## config.mk

```make
export PLATFORM = sky130hd
export DESIGN_NAME = seven_segment_scanner
export DESIGN_NICKNAME = d
export VERILOG_FILES = /design/src/rtl/seven_segment_scanner.sv
export SDC_FILE = /design/constraint.sdc
export NUM_CORES = 1
export LEC_CHECK = 0
export CAP_MARGIN = 20
export CORE_MARGIN = 2
export CORE_UTILIZATION = 25
export DETAILED_ROUTE_END_ITERATION = 8
export PLACE_DENSITY = 0.49
export SLEW_MARGIN = 20
export SYNTH_ARGS = -nofsm -noshare
export SYNTH_HDL_FRONTEND = slang
export SYNTH_SLANG_ARGS = --single-unit
```

## constraint.sdc

```tcl
create_clock -name clk -period 2.8 [get_ports clk]
set_clock_uncertainty 0.2 [all_clocks]
set_input_delay 0.56 -clock clk [delete_from_list [all_inputs] [get_ports clk]]
set_output_delay 0.56 -clock clk [all_outputs]
set_load 0.005 [all_outputs]
```

## src/rtl/seven_segment_scanner.sv

```systemverilog
// seven_segment_scanner: double-buffered hex 7-seg scan driver; outputs registered, 1 cycle after scan state.
// No backpressure (load always accepted). Option macro SEVEN_SEG_LEADING_ZERO_BLANK_EN blanks leading zero digits.
module seven_segment_scanner #(
  parameter int DIGITS   = 4,
  parameter int SCAN_DIV = 50000,
  parameter int DIV_W    = 16
) (
  input  logic                  clk,
  input  logic                  rst_n,
  input  logic                  enable,
  input  logic                  load,
  input  logic [4*DIGITS-1:0]   data_in,
  input  logic [DIGITS-1:0]     dp_in,
  output logic [6:0]            seg_out,
  output logic                  dp_out,
  output logic [DIGITS-1:0]     an_out,
  output logic                  frame_tick
);

  localparam int IDX_W = (DIGITS > 1) ? $clog2(DIGITS) : 1;
  localparam logic [DIV_W-1:0] PRESC_LAST = DIV_W'(SCAN_DIV - 1);
  localparam logic [IDX_W-1:0] IDX_LAST   = IDX_W'(DIGITS - 1);

  logic [DIV_W-1:0]    presc;
  logic [IDX_W-1:0]    idx;
  logic [4*DIGITS-1:0] pend_dat;
  logic [DIGITS-1:0]   pend_dp;
  logic                pend_vld;
  logic [4*DIGITS-1:0] disp_dat;
  logic [DIGITS-1:0]   disp_dp;

  logic                boundary;
  logic [DIGITS-1:0]   blank_mask;
  logic [3:0]          cur_nib;
  logic                cur_dp;
  logic                cur_blank;
  logic [6:0]          seg_lit;

  function automatic logic [6:0] decode(input logic [3:0] nib);
    logic [6:0] s;
    case (nib)
      4'h0: s = 7'h40;  4'h1: s = 7'h79;  4'h2: s = 7'h24;  4'h3: s = 7'h30;
      4'h4: s = 7'h19;  4'h5: s = 7'h12;  4'h6: s = 7'h02;  4'h7: s = 7'h78;
      4'h8: s = 7'h00;  4'h9: s = 7'h10;  4'hA: s = 7'h08;  4'hB: s = 7'h03;
      4'hC: s = 7'h46;  4'hD: s = 7'h21;  4'hE: s = 7'h06;  default: s = 7'h0E;
    endcase
    return s;
  endfunction

  assign boundary = enable && (idx == IDX_LAST) && (presc == PRESC_LAST);

`ifdef SEVEN_SEG_LEADING_ZERO_BLANK_EN
  // Walk down from the most significant digit; digit 0 always stays visible.
  logic lead_zero;
  always_comb begin
    lead_zero  = 1'b1;
    blank_mask = '0;
    for (int k = DIGITS - 1; k >= 1; k--) begin
      lead_zero     = lead_zero & (disp_dat[4*k +: 4] == 4'h0);
      blank_mask[k] = lead_zero;
    end
  end
`else
  assign blank_mask = '0;
`endif

  always_comb begin
    cur_nib   = 4'h0;
    cur_dp    = 1'b0;
    cur_blank = 1'b0;
    for (int k = 0; k < DIGITS; k++) begin
      if (idx == IDX_W'(k)) begin
        cur_nib   = disp_dat[4*k +: 4];
        cur_dp    = disp_dp[k];
        cur_blank = blank_mask[k];
      end
    end
  end

  assign seg_lit = cur_blank ? 7'h7F : decode(cur_nib);

  always_ff @(posedge clk) begin
    if (!rst_n) begin
      presc      <= '0;
      idx        <= '0;
      pend_dat   <= '0;
      pend_dp    <= '0;
      pend_vld   <= 1'b0;
      disp_dat   <= '0;
      disp_dp    <= '0;
      seg_out    <= 7'h7F;
      dp_out     <= 1'b1;
      an_out     <= '1;
      frame_tick <= 1'b0;
    end else begin
      frame_tick <= boundary;

      if (!enable) begin
        presc <= '0;
        idx   <= '0;
      end else if (presc == PRESC_LAST) begin
        presc <= '0;
        idx   <= (idx == IDX_LAST) ? '0 : idx + 1'b1;
      end else begin
        presc <= presc + 1'b1;
      end

      // While stopped there is no frame to tear, so loads land directly.
      if (!enable) begin
        if (load) begin
          disp_dat <= data_in;
          disp_dp  <= dp_in;
          pend_vld <= 1'b0;
        end
      end else if (boundary) begin
        if (load) begin
          disp_dat <= data_in;
          disp_dp  <= dp_in;
        end else if (pend_vld) begin
          disp_dat <= pend_dat;
          disp_dp  <= pend_dp;
        end
        pend_vld <= 1'b0;
      end else if (load) begin
        pend_dat <= data_in;
        pend_dp  <= dp_in;
        pend_vld <= 1'b1;
      end

      // First cycle of each slot is dark to stop the previous digit ghosting.
      if (!enable || presc == '0) begin
        an_out  <= '1;
        seg_out <= 7'h7F;
        dp_out  <= 1'b1;
      end else begin
        an_out  <= ~(DIGITS'(1) << idx);
        seg_out <= seg_lit;
        dp_out  <= ~cur_dp;
      end
    end
  end

endmodule

```

==> summary.txt, run 1 <==
Grt ovf = 0
Post-layout min period = 2.52 ns
Setup Viol. Count Final = 0
Post-Synth Simple-Gate Area = 21.8%
Met2 WL = 3.35 mm
Worst vdd ir = 0.315 mV
Top area cell types = dfxtp_1 42%, o221a_1 6.6%, nor2_1 4.7%
Area-dominant class = logic gates
Clock latency on the worst-skew pair = 0.34 ns
Pins over their slew limit = 0
Met2 GRT Util = 17.1%
H-tree lvl count = 3
Period Utilization, post-route = 90.1%
Adder Area Share = 4.40%
Startpoint types = flop
Gr busiest metal = met2
Initial antenna violation count = 0
Outcome = complete, no violations
Layout Nets = 460
Fmax = 396 MHz
DP Worst Slack = 0.256 ns
Top-area cell share = 42.2%
Via density = 4.54
Reg2reg setup slack = 0.28 ns
Yosys xor share = 3.59%
Grt met3 use = 3.40%
Clock buffer depth = 2
Slew HR = 61.2%
Sequential share of power = 42.9%
Core Util at FP = 25.7%
CTS resizes = 0
Invs w/o clock = 29
Via count = 2745
Final wirelength = 7.64 mm
Final core utilization = 31.7%
Inserted Diodes = 0
DRT met1 WL = 3.85 mm
CP cell instances = inv_1, ha_1, nand3b_1, a31oi_1, inv_1, ha_1, mux2_1, nand2_1, o211ai_1
==> run 1: worst max-delay path by stage <==
stage                       to  cells after the start  slack, ns
floorplan           seg_out[3]                     10       0.49
global placement    seg_out[3]                      9       0.39
detailed placement  seg_out[3]                      9       0.26
CTS                 seg_out[3]                      9       0.24
global route        seg_out[3]                      9       0.05
finish              seg_out[3]                      9       0.28
==> run 1: placed cells by master, fill, tap and decap left out, drive strengths merged, types with 2 or more instances in the layout <==
cell	instances
a21oi	27
a311oi	2
a31oi	3
and3	4
and4	2
buf	8
bufinv	2
clkbuf	11
clkdlybuf4s50	35
clkinvlp	2
dfxtp	72
ha	12
inv	29
mux2	2
mux2i	4
nand2	42
nand2b	5
nand3	28
nand3b	6
nand4	3
nor2	45
nor2b	3
nor3b	3
nor4	2
o211ai	3
o21ai	24
o221a	20
o221ai	4
xnor2	7
xor2	7
==> run 1: cells in the mapped netlist (all sizes together) (2+ instances only) <==
master   n
a21oi   27
a311oi   2
a31oi    3
and3     4
and4     2
buf     13
clkbuf  15
dfxtp   72
ha      12
inv     29
mux2     2
mux2i    4
nand2   42
nand2b   5
nand3   28
nand3b   6
nand4    3
nor2    45
nor2b    3
nor3b    3
nor4     2
o211ai   3
o21ai   24
o221a   20
o221ai   4
xnor2    7
xor2     7
==> run 1: power groups by stage <==
stage / combinational [W] / clock, W / sequential [W]
2_1_floorplan: 0.000147 / 0 / 0.00111
3_3_place_gp: 0.000215 / 0 / 0.00111
3_5_place_dp: 0.000216 / 0 / 0.00112
4_1_cts: 0.000217 / 0.00127 / 0.00109
5_1_grt: 0.000244 / 0.00130 / 0.00110
6_report: 0.000215 / 0.00124 / 0.00109
Run 1, cell sizes after repair:
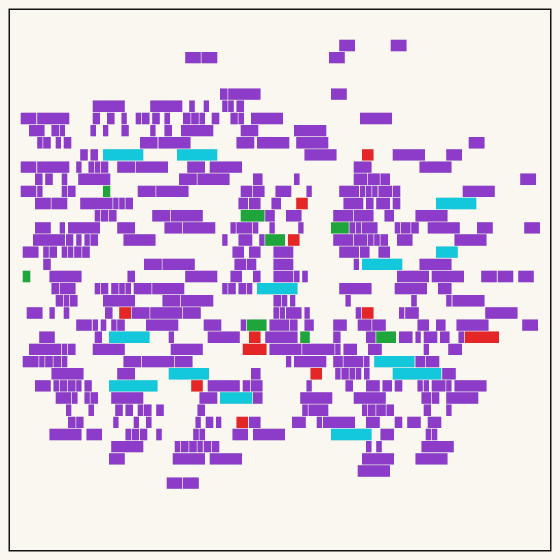
[cyan] drive 6 and up | cells: 13
[green] drive 2 | cells: 8
[purple] drive 1 or less | cells: 397
[red] drive 3 to 4 | cells: 11
Non-CTS buffers: 43
Final WS setup: 0.276 ns
final instance area: 0.00422 mm2
Area growth, synth to finish: 23.7%

Run 1, nets reached from selected ports:
Bar = 20 um.
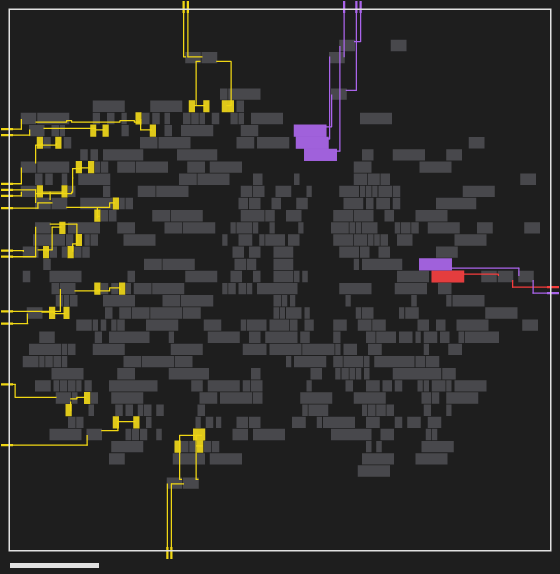
[yellow] data_in | bits: 16 | direction: input | edge: 12 left, 2 bottom, 2 top | end cells: 32 | buffers: 16 | wire: 363 um
[purple] an_out | bits: 4 | direction: output | edge: 3 top, 1 right | end cells: 4 | buffers: 4 | wire: 113 um
[red] dp_out | bits: 1 | direction: output | edge: right | end cells: 1 | buffers: 1 | wire: 17.6 um
Ports: 37
port bufs: 36

Run 1, cell classes on the final placement:
Fill, decap, tap and diode cells in grey.
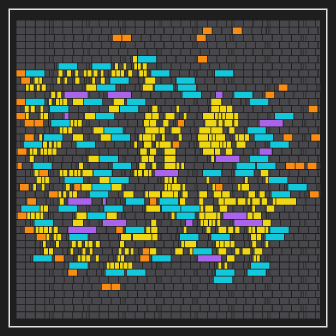
[yellow] all other logic | cells: 298 | share of their area: 46%
[cyan] flip-flops | cells: 72 | share of their area: 36%
[purple] clock drivers and dummy loads | cells: 16 | share of their area: 8.1%
[orange] other buffers and delay cells | cells: 43 | share of their area: 10%

==> run 2, diff against run 1 <==
- CAP_MARGIN: 20 -> 10
Run 2, cell placement:
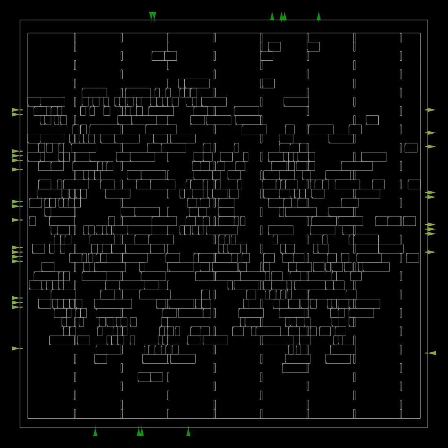
Cell Count, Final, Fillers Out: 605
Core Area: 0.0133 mm2
flop share of the area: 34.2%
flop count: 72
n_taps: 176

Run 2, cell classes on the final placement:
Fill, decap, tap and diode cells in grey.
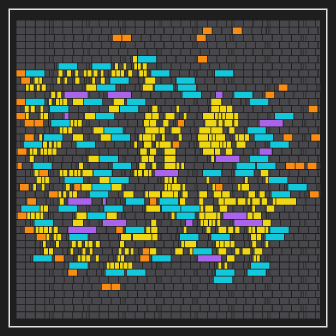
[yellow] all other logic | cells: 298 | share of their area: 46%
[purple] clock drivers and dummy loads | cells: 16 | share of their area: 8.1%
[orange] other buffers and delay cells | cells: 43 | share of their area: 10%
[cyan] flip-flops | cells: 72 | share of their area: 36%
final core utilization: 31.7%
Core Rows: 42

==> summary.txt, run 2 <==
Outcome = complete, no violations
CP Data Required Time = 2.81 ns
Clk pwr = 0.00124 W
Ratio of cells with drive above 1 in the final layout = 7.46%
Top Layout Cells = 72 x dfxtp_1, 43 x nor2_1, 42 x nand2_1, 35 x clkdlybuf4s50_1, 29 x inv_1
Fmax = 396 MHz
Final wirelength = 7.64 mm
Sequential power = 0.00109 W
Die area = 0.0146 mm2
CP cell instances = inv_1, ha_1, nand3b_1, a31oi_1, inv_1, ha_1, mux2_1, nand2_1, o211ai_1
Sequential share of power = 42.9%
Most common logic cell in the routed design = dfxtp_1
Slew HR = 61.2%
Avg Inst Size Synth = 8.57 um2
Port bufs = 36
Initial antenna violation count = 0
Via count = 2745
Final ANT Viol Nets = 0
Post-layout min period = 2.52 ns
Setup Viol. Count Final = 0
Startpoint types = flop
Via density = 4.54
Clock latency on the worst-skew pair = 0.34 ns
Final WS setup = 0.276 ns
Clock buffer depth = 2
Comb pwr = 0.000215 W
Final instance area = 0.00422 mm2
Synth top cells by count = 72 x dfxtp_1, 43 x nor2_1, 42 x nand2_1
Core Util at FP = 25.7%
Worst vdd ir = 0.315 mV
Ports = 37
DP Worst Slack = 0.256 ns
Top area cell types = dfxtp_1 42%, o221a_1 6.6%, nor2_1 4.7%
Sw Pwr = 0.000576 W
Grt ovf = 0
Top-area cell share = 42.2%
Period Utilization, post-route = 90.1%
H-tree lvl count = 3
Layout Nets = 460
Area growth, synth to finish = 23.7%
Biggest consumer = clock
Clock network power share = 48.7%
Top-count cell post-synth = dfxtp_1
Hold path cells = 2
Run 2, cell sizes after repair:
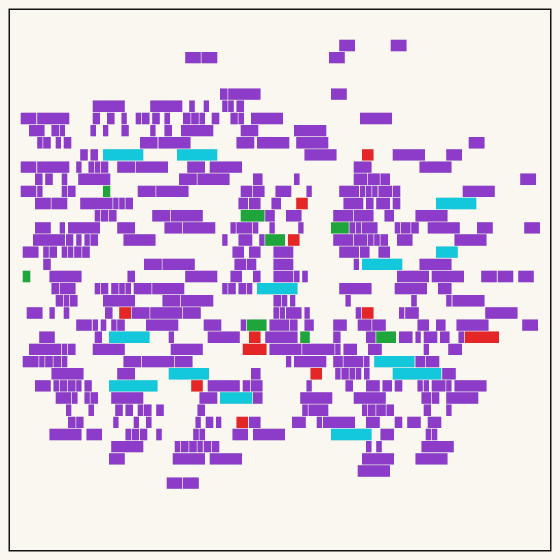
[green] drive 2 | cells: 8
[purple] drive 1 or less | cells: 397
[cyan] drive 6 and up | cells: 13
[red] drive 3 to 4 | cells: 11

-- run 2: cell counts in the layout (fill, tap and decap cells not counted) --
No cell type changed its count.
-- run 2: worst max path at each step --
stage,slack [ns],to,cells after the start,start
final,0.28,seg_out[3],9,idx[1]
after global routing,0.05,seg_out[3],9,idx[1]
after CTS,0.24,seg_out[3],9,idx[1]
after detailed placement,0.26,seg_out[3],9,idx[1]
after global placement,0.39,seg_out[3],9,idx[1]
after floorplan,0.49,seg_out[3],10,idx[1]
-- run 2: repair_timing --
| item | 4_1_cts | 5_1_grt |
|---|---|---|
| buffers inserted | 0 | 0 |
| endpoints found under the setup margin | 0 | 2 |
| resized | 0 | 1 |
-- run 2: worst register-to-register path, delay by kind of cell (launching register included) --
family	cells	cell delay [ns]
muxes	1	0.30
adders and majority gates	2	0.52
AOI/OAI and AO/OA	2	0.48
and+or+nand+nor	2	0.27
buffers and inverters	2	0.26
DFF	1	0.37
-- run 2: cells by family after synthesis --
kind of cell / synth area share, %
AND-OR/OR-AND: 18.6
XOR/XNOR: 3.59
adder cells (fa/ha/maj): 4.40
buffers and inverters: 7.59
flip-flops: 42.2
multiplexers: 1.83
AND/OR/NAND/NOR: 21.8
-- run 2: layer usage --
layer / global-route usage (%) / part of all wire, % / up-vias
li1: - / - / 1428
met1: 15.4 / 50 / 1260
met2: 17.1 / 44 / 50
met3: 3.40 / 4.4 / 7
met4: 4.43 / 1.3 / 0
met5: 0 / 0 / -
-- run 2: final cells by class --
class	instances	area (um2)
Tap cell	176	220
Clock inverter	5	80.1
Timing Repair Buffer	43	408
Fill cell	1406	9080
Inverter	29	109
Sequential cell	72	1440
Clock buffer	11	243
Multi-Input combinational cell	269	1720
==> run 3, diff against run 2 <==
- CELL_PAD_IN_SITES_DETAIL_PLACEMENT: default -> 0
- CELL_PAD_IN_SITES_GLOBAL_PLACEMENT: default -> 1
- CORE_ASPECT_RATIO: default -> 0.7
- PLACE_DENSITY: 0.49 -> 0.58
- SETUP_SLACK_MARGIN: default -> 0.1
Run 3, wiring by layer:
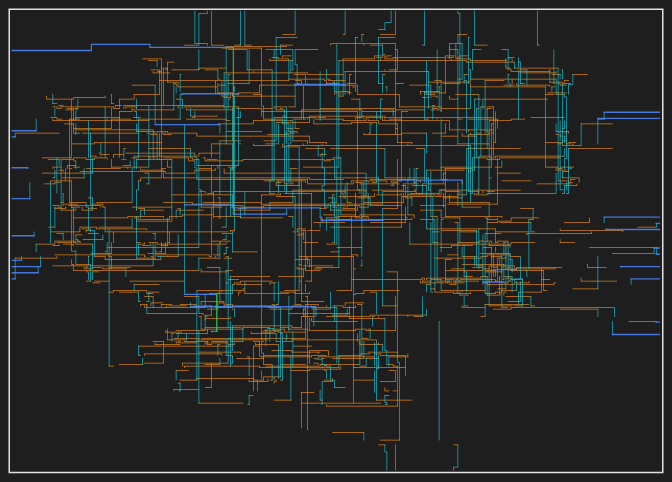
[green] met4 | wire length: 44.9 um
[orange] met1 | wire length: 4440 um
[cyan] met2 | wire length: 3160 um
[blue] met3 | wire length: 316 um

Run 3, cell classes on the final placement:
Fill, decap, tap and diode cells in grey.
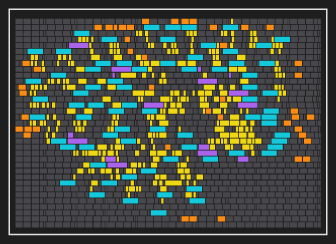
[orange] other buffers and delay cells | cells: 44 | share of their area: 10%
[yellow] all other logic | cells: 298 | share of their area: 46%
[purple] clock drivers and dummy loads | cells: 16 | share of their area: 7.2%
[cyan] flip-flops | cells: 72 | share of their area: 36%

==> summary.txt, run 3 <==
Synth top cells by count = 72 x dfxtp_1, 43 x nor2_1, 42 x nand2_1
Avg Inst Size Synth = 8.57 um2
Core Rows = 35
Grt ovf = 0
Die area = 0.0146 mm2
Core Util at FP = 25.8%
Outcome = complete, no violations
Initial antenna violation count = 0
Ports = 37
Fillcell total = 1427
Reg2reg setup slack = 0.35 ns
Top-count cell post-synth = dfxtp_1
Fmax = 408 MHz
Final WS setup = 0.346 ns
Top Layout Cells = 72 x dfxtp_1, 43 x nor2_1, 42 x nand2_1, 35 x clkdlybuf4s50_1, 29 x inv_1
Final instance area = 0.00420 mm2
Inserted Diodes = 0
Final ANT Viol Nets = 0
Sequential share of power = 45.6%
Clock network power share = 45.3%
Pins over their slew limit = 0
Area growth, synth to finish = 23.1%
Run 3, nets reached from selected ports:
Bar = 50 um.
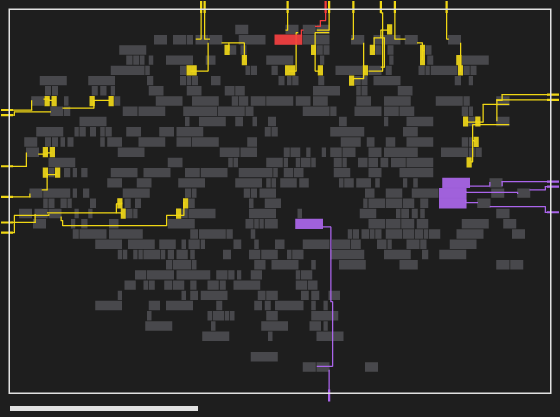
[yellow] data_in | bits: 16 | direction: input | edge: 8 top, 6 left, 2 right | end cells: 32 | buffers: 16 | wire: 399 um
[purple] an_out | bits: 4 | direction: output | edge: 3 right, 1 bottom | end cells: 4 | buffers: 4 | wire: 111 um
[red] dp_out | bits: 1 | direction: output | edge: top | end cells: 1 | buffers: 1 | wire: 9.00 um

-- run 3: cell counts after synthesis --
No cell type changed its count.
-- run 3: layout make-up --
class / count / area, um2 / area share (%)
multi-input cells: 269 / 1720 / 40.9
repair buffers: 44 / 415 / 9.89
well taps: 185 / 231 / 5.51
clock inverters: 2 / 12.5 / 0.298
flip-flops and latches: 72 / 1440 / 34.3
inverters: 29 / 109 / 2.59
clock buffers: 14 / 274 / 6.52
-- run 3: worst min-delay path by stage --
stage                 startpoint            to  slack, ns  depth (start not counted)
floorplan           pend_dat[10]  pend_dat[10]       0.24                          2
global placement    pend_dat[14]  pend_dat[14]       0.24                          2
detailed placement  pend_dat[10]  pend_dat[10]       0.25                          2
CTS                 pend_dat[10]  pend_dat[10]       0.26                          2
global route         pend_dat[9]   pend_dat[9]       0.28                          2
finish               pend_dat[9]   pend_dat[9]       0.26                          2
-- run 3: power groups by stage --
stage	logic, W	registers, W	clock network, W
floorplan	0.000147	0.00111	0
global placement	0.000219	0.00112	0
detailed placement	0.000220	0.00112	0
CTS	0.000221	0.00109	0.00113
global route	0.000247	0.00110	0.00117
finish	0.000218	0.00109	0.00109
-- run 3: cell families (layout without fill, tap and decap cells) --
| kind of cell | after synthesis | count (layout) | synth area share [%] |
|---|---|---|---|
| muxes | 6 | 6 | 1.83 |
| DFF | 72 | 72 | 42.2 |
| buffers and inverters | 57 | 89 | 7.59 |
| and+or+nand+nor | 149 | 149 | 21.8 |
| xor gates and xnor gates | 14 | 14 | 3.59 |
| AOI/OAI and AO/OA | 88 | 88 | 18.6 |
| adders and majority gates | 12 | 12 | 4.40 |
-- run 3: per-layer routing --
metal	part of all wire, %	up-vias	track usage [%]
li1	-	1429	-
met2	40	42	16.3
met5	0	-	0
met3	4.0	4	3.69
met4	0.55	0	3.85
met1	56	1253	17.4
Power is estimated from default activity; no workload was simulated.
